===== src/rtl/run_ctrl_pkg.sv =====
// Shared types for the run controller: FSM encoding
// and default statistics counter width.
package run_ctrl_pkg;

   typedef enum logic [1:0] {
      RUN   = 2'b00,
      PAUSE = 2'b01,
      STEP  = 2'b10,
      HALT  = 2'b11
   } state_t;

   localparam int CNT_W_DEF = 32;

endpackage


===== src/rtl/btn_sync.sv =====
// Button synchronizer chain plus history flop;
// emits a one-cycle pulse on each synchronized rising edge.
module btn_sync #(
   parameter int SYNC_STAGES = 2
) (
   input  logic clk,
   input  logic rst,
   input  logic i_btn,
   output logic o_pulse
);

   logic [SYNC_STAGES-1:0] r_sync;
   logic                   r_hist;

   always_ff @(posedge clk or negedge rst) begin
      if (!rst) begin
         r_sync <= '0;
         r_hist <= 1'b0;
      end else begin
         r_sync[0] <= i_btn;
         for (int i = 1; i < SYNC_STAGES; i++) begin
            r_sync[i] <= r_sync[i-1];
         end
         r_hist <= r_sync[SYNC_STAGES-1];
      end
   end

   assign o_pulse = r_sync[SYNC_STAGES-1] & ~r_hist;

endmodule


===== src/rtl/run_ctrl.sv =====
// Run/pause/step/halt controller for the pipeline,
// with cycle and branch statistics counters.
module run_ctrl
   import run_ctrl_pkg::*;
#(
   parameter int CNT_W        = CNT_W_DEF,
   parameter int START_PAUSED = 0,
   parameter int SYNC_STAGES  = 2
) (
   input  logic             clk,
   input  logic             rst,
   input  logic             pause_btn,
   input  logic             step_btn,
   input  logic             halt_req,
   input  logic             load_use_stall,
   input  logic             branch_taken,
   input  logic             uncond_jump,
   input  logic             clr_stats,
   output logic             pc_enable,
   output logic             pipe_enable,
   output logic [1:0]       run_state,
   output logic             halted,
   output logic [CNT_W-1:0] total_cycles,
   output logic [CNT_W-1:0] condi_branch_num,
   output logic [CNT_W-1:0] uncondi_branch_num
);

   localparam state_t           RST_STATE = (START_PAUSED != 0) ? PAUSE : RUN;
   localparam logic [CNT_W-1:0] ONE       = {{(CNT_W-1){1'b0}}, 1'b1};

   state_t           r_state;
   state_t           w_next;
   logic             w_pause;
   logic             w_step;
   logic             w_active;
   logic [CNT_W-1:0] r_total;
   logic [CNT_W-1:0] r_condi;
   logic [CNT_W-1:0] r_uncondi;

   btn_sync #(.SYNC_STAGES(SYNC_STAGES)) u_pause_sync (
      .clk     (clk),
      .rst     (rst),
      .i_btn   (pause_btn),
      .o_pulse (w_pause)
   );

   btn_sync #(.SYNC_STAGES(SYNC_STAGES)) u_step_sync (
      .clk     (clk),
      .rst     (rst),
      .i_btn   (step_btn),
      .o_pulse (w_step)
   );

   always_ff @(posedge clk or negedge rst) begin
      if (!rst) begin
         r_state <= RST_STATE;
      end else begin
         r_state <= w_next;
      end
   end

   // Edges arriving in STEP or HALT fall through and are lost.
   always_comb begin
      w_next = r_state;
      unique case (r_state)
         RUN: begin
            if (halt_req)     w_next = HALT;
            else if (w_pause) w_next = PAUSE;
         end
         PAUSE: begin
            if (w_pause)     w_next = RUN;
            else if (w_step) w_next = STEP;
         end
         STEP: begin
            w_next = halt_req ? HALT : PAUSE;
         end
         HALT: begin
            w_next = HALT;
         end
      endcase
   end

   assign w_active = (r_state == RUN) || (r_state == STEP);

   always_ff @(posedge clk or negedge rst) begin
      if (!rst) begin
         r_total   <= '0;
         r_condi   <= '0;
         r_uncondi <= '0;
      end else if (clr_stats) begin
         r_total   <= '0;
         r_condi   <= '0;
         r_uncondi <= '0;
      end else if (w_active) begin
         r_total <= r_total + ONE;
         if (branch_taken) r_condi   <= r_condi + ONE;
         if (uncond_jump)  r_uncondi <= r_uncondi + ONE;
      end
   end

   assign pipe_enable        = w_active;
   assign pc_enable          = w_active & ~load_use_stall;
   assign run_state          = r_state;
   assign halted             = (r_state == HALT);
   assign total_cycles       = r_total;
   assign condi_branch_num   = r_condi;
   assign uncondi_branch_num = r_uncondi;

endmodule


===== config.mk =====
export PLATFORM = sky130hd
export DESIGN_NAME = run_ctrl
export DESIGN_NICKNAME = d
export VERILOG_FILES = /design/src/rtl/run_ctrl_pkg.sv /design/src/rtl/btn_sync.sv /design/src/rtl/run_ctrl.sv
export SDC_FILE = /design/constraint.sdc
export NUM_CORES = 1
export LEC_CHECK = 0
export CORE_MARGIN = 1.5
export CORE_UTILIZATION = 56
export CTS_CLUSTER_DIAMETER = 60
export DETAILED_ROUTE_END_ITERATION = 8
export GPL_TIMING_DRIVEN = 0
export PLACE_DENSITY = 0.92
export SLEW_MARGIN = 15
export SYNTH_ARGS = -nofsm -noshare
export SYNTH_HDL_FRONTEND = slang
export SYNTH_SLANG_ARGS = --single-unit

===== constraint.sdc =====
create_clock -name clk -period 3.9 [get_ports clk]
set_input_delay 0.39 -clock clk [delete_from_list [all_inputs] [get_ports clk]]
set_output_delay 0.39 -clock clk [all_outputs]
set_load 0.05 [all_outputs]

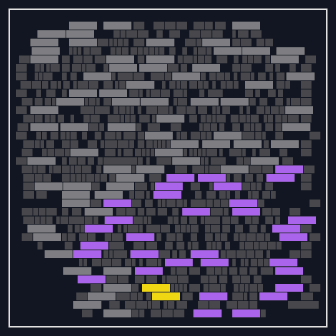
Fig. 1. Where the registers sit (run 1).
Other sequential cells in the stronger gray, the rest of the logic in the fainter gray.
Purple stands for total_cycles, placed flops 32. Yellow stands for run_state, placed flops 2.
Another 70 sequential cells are not colored.

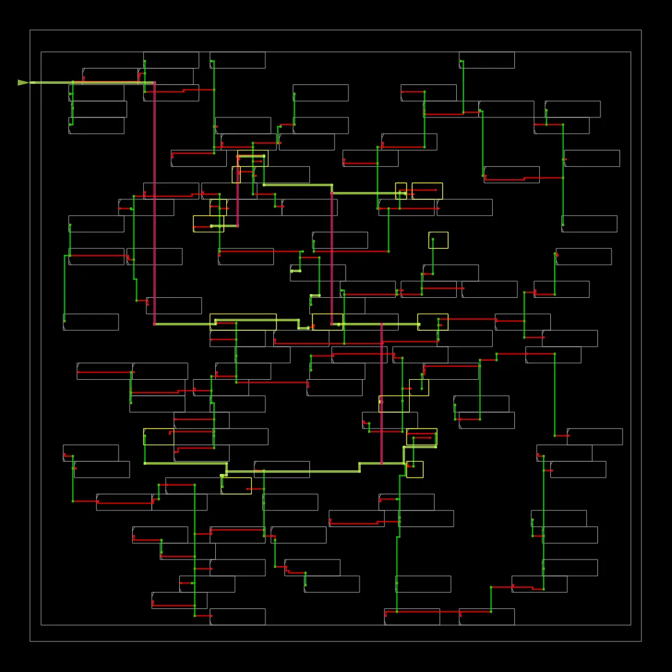
Fig. 2. Clock nets (run 1).
Num CTS Buffers: 9
CTS Sinks: 104

==> Slide: Implementation Results, run 1 <==
Implementation Results

Critical path
  • Arr. time, crit path: 3120 ps
  • Crit path buf inv count: 4
  • Largest fanout on the critical path: 10
  • Reg2reg start: run_state[0]$_DFFE_PN0P_
  • Top delay family on crit path: buffers and inverters
  • R2R depth: 6
  • Type of the worst setup path: register to output pin
  • Worst path most repeated cell: clkbuf_1

Die
  • Die area: 0.0103 sq mm
  • Core footprint: 0.00933 sq mm
  • Die Ht: 102 um
  • Tap cells: 129
  • Ports: 110
  • Row cnt: 35
  • Die W: 102 um

CTS
  • Worst-path clk slew: 100 ps
  • H-tree Lvls: 3
  • Clk buf depth: 2
  • Clk_lat worst skew: 380 ps

Cells and area
  • Flop count: 104
  • Final core utilization: 74.3%
  • FF/Latch Area: 0.00260 sq mm
  • Comb gate area: 0.00264 sq mm
  • Clock-cell share of area: 2.82%
  • NonClk Buf Share: 18.5%
  • Area added between synthesis and finish: 27.3%
  • Sequential fraction of total cell area: 37.6%
  • MI comb cells: 419
  • Layout cells sized above 1: 5.30%
  • Antenna cells: 0
  • Post-Layout Cell Count: 827
  • Count of non-CTS buffers in the layout: 146

Outcome
  • Outcome: complete, no violations

STA
  • Final Skew: 11.8 ps
  • Final setup fails: 0
  • Final worst slack: 394 ps
  • Fin Hold WS: 360 ps
  • Max-slew headroom: 46.2%

Place
  • Placed Area: 0.00672 sq mm
  • Hpwl dp: 10.3 mm
  • Gpl congestion: 0.889
  • Dpl cells: 810

Detailed routing
  • Vias per Instance: 6.30
  • Residual DRC: 0
  • First-pass DRT Iterations: 5
  • Drt wl/cell: 17.8 um
  • Initial DRC count: 360

Synth
  • Mean Syn Cell Area: 9.53 sq um
  • Synth Cell Area: 0.00544 sq mm
  • # Cells Yosys: 571
  • Cell Type Count: 38
  • Leading area contributor after synthesis: dfrtp_1
  • Post-synth seq share: 47.8%
  • Cells after synthesis: 571

GRT
  • Initial antenna violation count: 0
  • Vias in the first global route: 4985

Run
  • Max-Cap Viols: 0

Power
  • Sequential power share: 54.7%
  • Power Internal: 0.00146 W
  • Pwr/cell area: 292 mW/mm^2
  • Peak VDD IR: 0.000195 V
  • Switch share: 28.0%
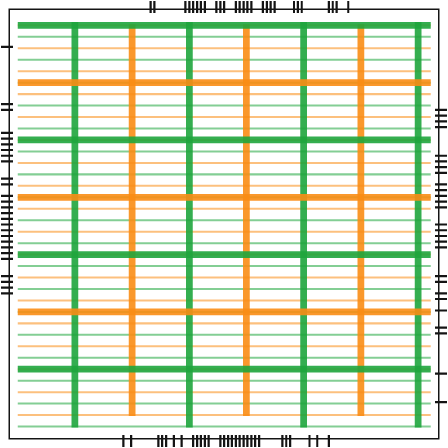
Fig. 3. Floorplan with the power grid (run 1).
Pins as bars on the die edge.
Green stands for VSS. Orange stands for VDD.
The core has 35 rows. 7 straps on met5. 7 straps on met4. 110 signal pins sit on the boundary.

[run 1: synth_stat cells, types with 2 or more instances]
library cell,instances
a21oi_1,60
and2_1,7
and3_1,6
and4_1,14
buf_1,6
buf_2,2
buf_6,2
clkbuf_1,25
dfrtp_1,104
ha_1,3
inv_1,13
mux2_2,11
mux2i_1,3
nand2_1,30
nand2b_1,2
nand3_1,23
nand4_1,20
nand4_2,2
nand4b_1,2
nor2_1,42
nor2b_1,15
nor3_1,6
nor4_1,10
nor4b_1,2
o2111ai_1,6
o211ai_1,4
o21ai_0,21
o31ai_1,38
or3_1,18
or4_1,44
xnor2_1,10
xor2_1,14
[run 1: worst max path at each step]
stage,startpoint,to,cells after the start,slack [ps]
2_1_floorplan,total_cycles[0]$_DFFE_PN0P_,total_cycles[30]$_DFFE_PN0P_,7,1390
3_3_place_gp,rst,condi_branch_num[8]$_DFFE_PN0P_,1,-1390
3_5_place_dp,run_state[0]$_DFFE_PN0P_,halted,5,860
4_1_cts,run_state[0]$_DFFE_PN0P_,halted,5,440
5_1_grt,run_state[0]$_DFFE_PN0P_,halted,5,220
6_report,run_state[0]$_DFFE_PN0P_,halted,5,390
[run 1: worst register-to-register path, cell delays in order, from the launching register on]
cell       delay [ps]
dfrtp_1           440
clkbuf_1          460
nor2b_1           120
o2111ai_1         680
clkbuf_1          510
o21ai_0           190
a21oi_1           160
[run 1: state kept, by name (all words and copies together) (netlist names)]
signal and count:
run_state 2, u_pause_sync.r_hist 1, u_step_sync.r_hist 1, condi_branch_num 32, total_cycles 32, uncondi_branch_num 32
u_step_sync.r_sync 2, u_pause_sync.r_sync 2
[run 1: placed cells by master (no fill, tap or decap), types with 14 or more instances in the layout]
cell	synthesis	routed
nand4_1	20	20
or4_1	44	44
o31ai_1	38	38
nand3_1	23	23
or3_1	18	18
xor2_1	14	14
and4_1	14	14
nand2_1	30	30
nor2_1	42	42
a21oi_1	60	60
clkdlybuf4s50_1	0	108
dfrtp_1	104	104
nor2b_1	15	15
clkbuf_1	25	26
o21ai_0	21	21
[run 1: power groups by stage]
| stage | sequential (W) | combinational [W] | clock, W |
|---|---|---|---|
| after global placement | 0.00113 | 0.000221 | 0 |
| after floorplan | 0.00116 | 0.0000995 | 0 |
| after CTS | 0.00110 | 0.000232 | 0.000683 |
| after detailed placement | 0.00113 | 0.000230 | 0 |
| final | 0.00110 | 0.000232 | 0.000684 |
| after global routing | 0.00111 | 0.000248 | 0.000724 |
[run 1: layer usage]
metal,wire length (um),part of all wire [%],vias to the layer above,GRT usage [%]
met1,6080,41,2560,38.4
met5,0,0,-,0
met2,7450,51,227,50.0
li1,-,-,2401,-
met3,951,6.5,25,6.14
met4,223,1.5,0,8.87
[run 1: kinds of logic after synthesis]
group | after synthesis | synth area share (%)
XOR/XNOR | 24 | 3.86
AND/OR/NAND/NOR | 247 | 26.6
multiplexers | 14 | 2.83
buffers and inverters | 48 | 3.63
adder cells (fa/ha/maj) | 3 | 0.690
AND-OR/OR-AND | 131 | 14.5
flip-flops | 104 | 47.8
[run 1: what timing repair did]
action                                  CTS  global route
endpoints found under the setup margin    0             0
hold buffers                              1             0
endpoints found under the hold margin    47             0
resized                                   0             0
setup buffers                             0             0
--- run 2 (diff from run 1) ---
CORE_ASPECT_RATIO = 0.6   (was not set)
CORE_UTILIZATION = 30   (was 56)
PLACE_DENSITY = 0.57   (was 0.92)
==> run 2 against run 1 <==
  * Hold slack got worse by 5.7 ps
  * Final cell count increased by 13%
  * Wire length increased by 12%
  * Global-route usage decreased by 12 points
  * Core utilization decreased by 33 points
  * Die area increased by 84%
  * Sequential share of layout area decreased by 1.1 points
  * Count of clock-buffer cells in the layout unchanged
  * Clock skew increased by 2.2 ps
  * Fmax increased by 0.49%
  * Worst setup slack improved by 17 ps
  * Largest cell class unchanged
  * Highest routed layer unchanged
==> Slide: Implementation Results, run 2 <==
Implementation Results

STA
  • RSZ-0062 raised after global routing: false (unchanged)
  • Final setup fails: 0 (unchanged)
  • Final Skew: 14.0 ps (was 11.8 ps)
  • Max-slew violations: 0 (unchanged)
  • Final Hold Fails: 0 (unchanged)
  • Final worst slack: 411 ps (was 394 ps)
  • Max-slew headroom: 44.0% (was 46.2%)

Cells and area
  • Most numerous logic cell after layout: clkdlybuf4s50_1 (unchanged)
  • Layout cells sized above 1: 5.30% (unchanged)
  • Antenna cells: 0 (unchanged)
  • Area added between synthesis and finish: 31.3% (was 27.3%)
  • Most numerous logic cells after layout: clkdlybuf4s50_1 (108), dfrtp_1 (104), a21oi_1 (60), or4_1 (44), nor2_1 (42) (unchanged)
  • Final core utilization: 40.9% (was 74.3%)

Die
  • Ports: 110 (unchanged)
  • Die area: 0.0190 sq mm (was 0.0103 sq mm)
  • Die W: 177 um (was 102 um)
  • Core footprint: 0.0175 sq mm (was 0.00933 sq mm)
  • Die Ht: 107 um (was 102 um)
  • Row cnt: 37 (was 35)

Place
  • Placed Area: 0.00685 sq mm (was 0.00672 sq mm)
  • Gpl congestion: 0.845 (was 0.889)
  • Hpwl dp: 12.0 mm (was 10.3 mm)

Synth
  • Cells after synthesis: 571 (unchanged)
  • Cell Type Count: 38 (unchanged)
  • Top cells by area: dfrtp_1 (48%), or4_1 (6.1%), a21oi_1 (5.5%) (unchanged)
  • Synth Cell Area: 0.00544 sq mm (unchanged)
  • # Cells Yosys: 571 (unchanged)
  • Number of enable flip-flop cells: 0 (unchanged)
  • Mean Syn Cell Area: 9.53 sq um (unchanged)
  • Count leader, synth: dfrtp_1 (unchanged)
  • Chip area line of the yosys report: 0.00544 sq mm (unchanged)
  • Commonest cells in the netlist: dfrtp_1 (104), a21oi_1 (60), or4_1 (44), nor2_1 (42), o31ai_1 (38) (unchanged)
  • Post-synth seq share: 47.8% (unchanged)
  • Leading area contributor after synthesis: dfrtp_1 (unchanged)
  • Syn_nets: 583 (unchanged)

CTS
  • Post-CTS sizing: 0 (unchanged)
  • CTS Sinks: 104 (unchanged)
  • Clk buf depth: 2 (unchanged)
  • Worst-path clk slew: 80 ps (was 100 ps)
  • H-tree Lvls: 3 (unchanged)
  • Cts hold-fix bufs: 1 (unchanged)
  • CTS root buffer: clkbuf_16 (was clkbuf_8)
  • Num CTS Buffers: 9 (unchanged)
  • Post-CTS Setup Bufs: 0 (unchanged)

Outcome
  • Outcome: complete, no violations (unchanged)

Detailed routing
  • Vias per Instance: 5.53 (was 6.30)
  • Drt wl/cell: 17.7 um (was 17.8 um)
  • Initial DRC count: 347 (was 360)
  • Residual DRC: 0 (unchanged)
  • First-pass DRT Iterations: 5 (unchanged)

GRT
  • Vias in the first global route: 5113 (was 4985)
  • Initial antenna violation count: 0 (unchanged)
  • Largest net degree at the start of global routing: 68 (was 58)
  • Grt total ovfl: 0 (unchanged)

Critical path
  • Largest fanout on the critical path: 10 (unchanged)
  • Type of the worst setup path: register to output pin (unchanged)
  • R2R depth: 6 (unchanged)
  • Beginning of the critical path: run_state[0]$_DFFE_PN0P_ (unchanged)
  • Crit path capture type: output pin (unchanged)
  • Arr. time, crit path: 3100 ps (was 3120 ps)
  • Reg2reg start: run_state[0]$_DFFE_PN0P_ (unchanged)
  • Crit path launch type: register (unchanged)
  • Worst path most repeated cell: clkbuf_1 (unchanged)
  • Reg2reg end: condi_branch_num[9]$_DFFE_PN0P_ (was condi_branch_num[7]$_DFFE_PN0P_)
  • R2R Setup Slk: 1330 ps (was 1270 ps)

Power
  • Peak VDD IR: 0.000169 V (was 0.000195 V)
  • Final Total Pwr: 0.00222 W (was 0.00202 W)
  • Pwr/cell area: 311 mW/mm^2 (was 292 mW/mm^2)

Min path
  • Worst Hold Path EP: u_step_sync.r_sync[1]$_DFF_PN0_ (was u_pause_sync.r_sync[1]$_DFF_PN0_)

Run
  • Max-Cap Viols: 0 (unchanged)
==> run 2: cell counts after synthesis <==
Identical to the previous run, type by type.
==> run 2: worst max path at each step <==
stage	to	slack (ps)	cells after the start
2_1_floorplan	total_cycles[30]$_DFFE_PN0P_	1390	7
3_3_place_gp	condi_branch_num[11]$_DFFE_PN0P_	-1680	1
3_5_place_dp	halted	750	5
4_1_cts	halted	360	5
5_1_grt	halted	230	5
6_report	halted	410	5
==> run 2: cell type report <==
| class | instances | area [sq um] |
|---|---|---|
| Buffer | 35 | 149 |
| Multi-Input combinational cell | 419 | 2640 |
| Sequential cell | 104 | 2600 |
| Clock buffer | 10 | 229 |
| Inverter | 13 | 48.8 |
| Fill cell | 1721 | 10300 |
| Timing Repair Buffer | 111 | 1130 |
| Tap cell | 234 | 293 |
| Clock inverter | 6 | 51.3 |
==> run 2: stage by stage <==
stage / instances / hold slack (ps)
floorplan: 571 / 94.4
global placement: 914 / 333
detailed placement: 915 / 326
CTS: 932 / 359
global route: 932 / 362
finish: 932 / 354
==> run 2: where the power goes <==
part	leakage (nW)	internal [W]	total (W)	switching (W)
clock network	0.139	0.000445	0.000883	0.000438
registers	1.43	0.00109	0.00110	0.0000136
logic	1.01	0.0000662	0.000237	0.000171
==> run 2: critical path: cells and delay by family, from the launching register on <==
| family | cells | cell delay (ps) |
|---|---|---|
| AND/OR/NAND/NOR | 1 | 210 |
| buffers and inverters | 4 | 2160 |
| flip-flops | 1 | 370 |
==> run 2: cells by family (layout without fill, tap and decap cells) <==
group	after synthesis	count (layout)	synth area share (%)
AOI/OAI and AO/OA	131	131	14.5
xor gates and xnor gates	24	24	3.86
adders and majority gates	3	3	0.690
buffers and inverters	48	175	3.63
DFF	104	104	47.8
muxes	14	14	2.83
and+or+nand+nor	247	247	26.6
==> run 2: per-layer routing <==
layer	up-vias	track usage (%)	part of all wire (%)
met5	-	0	0
met1	2579	26.2	51
met2	171	26.8	42
li1	2395	-	-
met3	11	4.24	6.1
met4	0	4.18	0.67
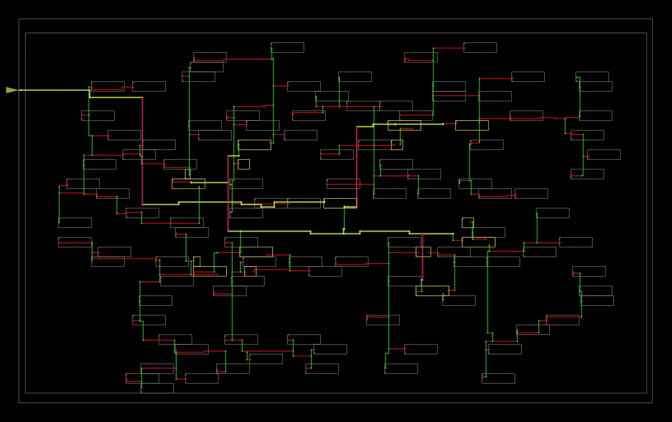
Fig. 4. Clock nets (run 2).
clk_lat worst skew: 350 ps
flop count: 104
clock buffer count: 10

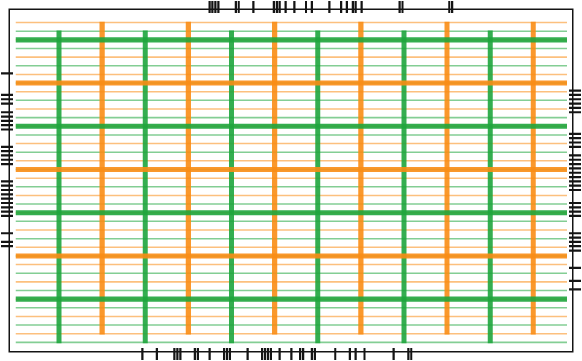
Fig. 5. Floorplan with the power grid (run 2).
Pins as bars on the die edge.
Green stands for VSS. Orange stands for VDD.
The core has 37 rows. 110 signal pins sit on the boundary.

No activity file was given, so power comes from the tool's default toggle rates.
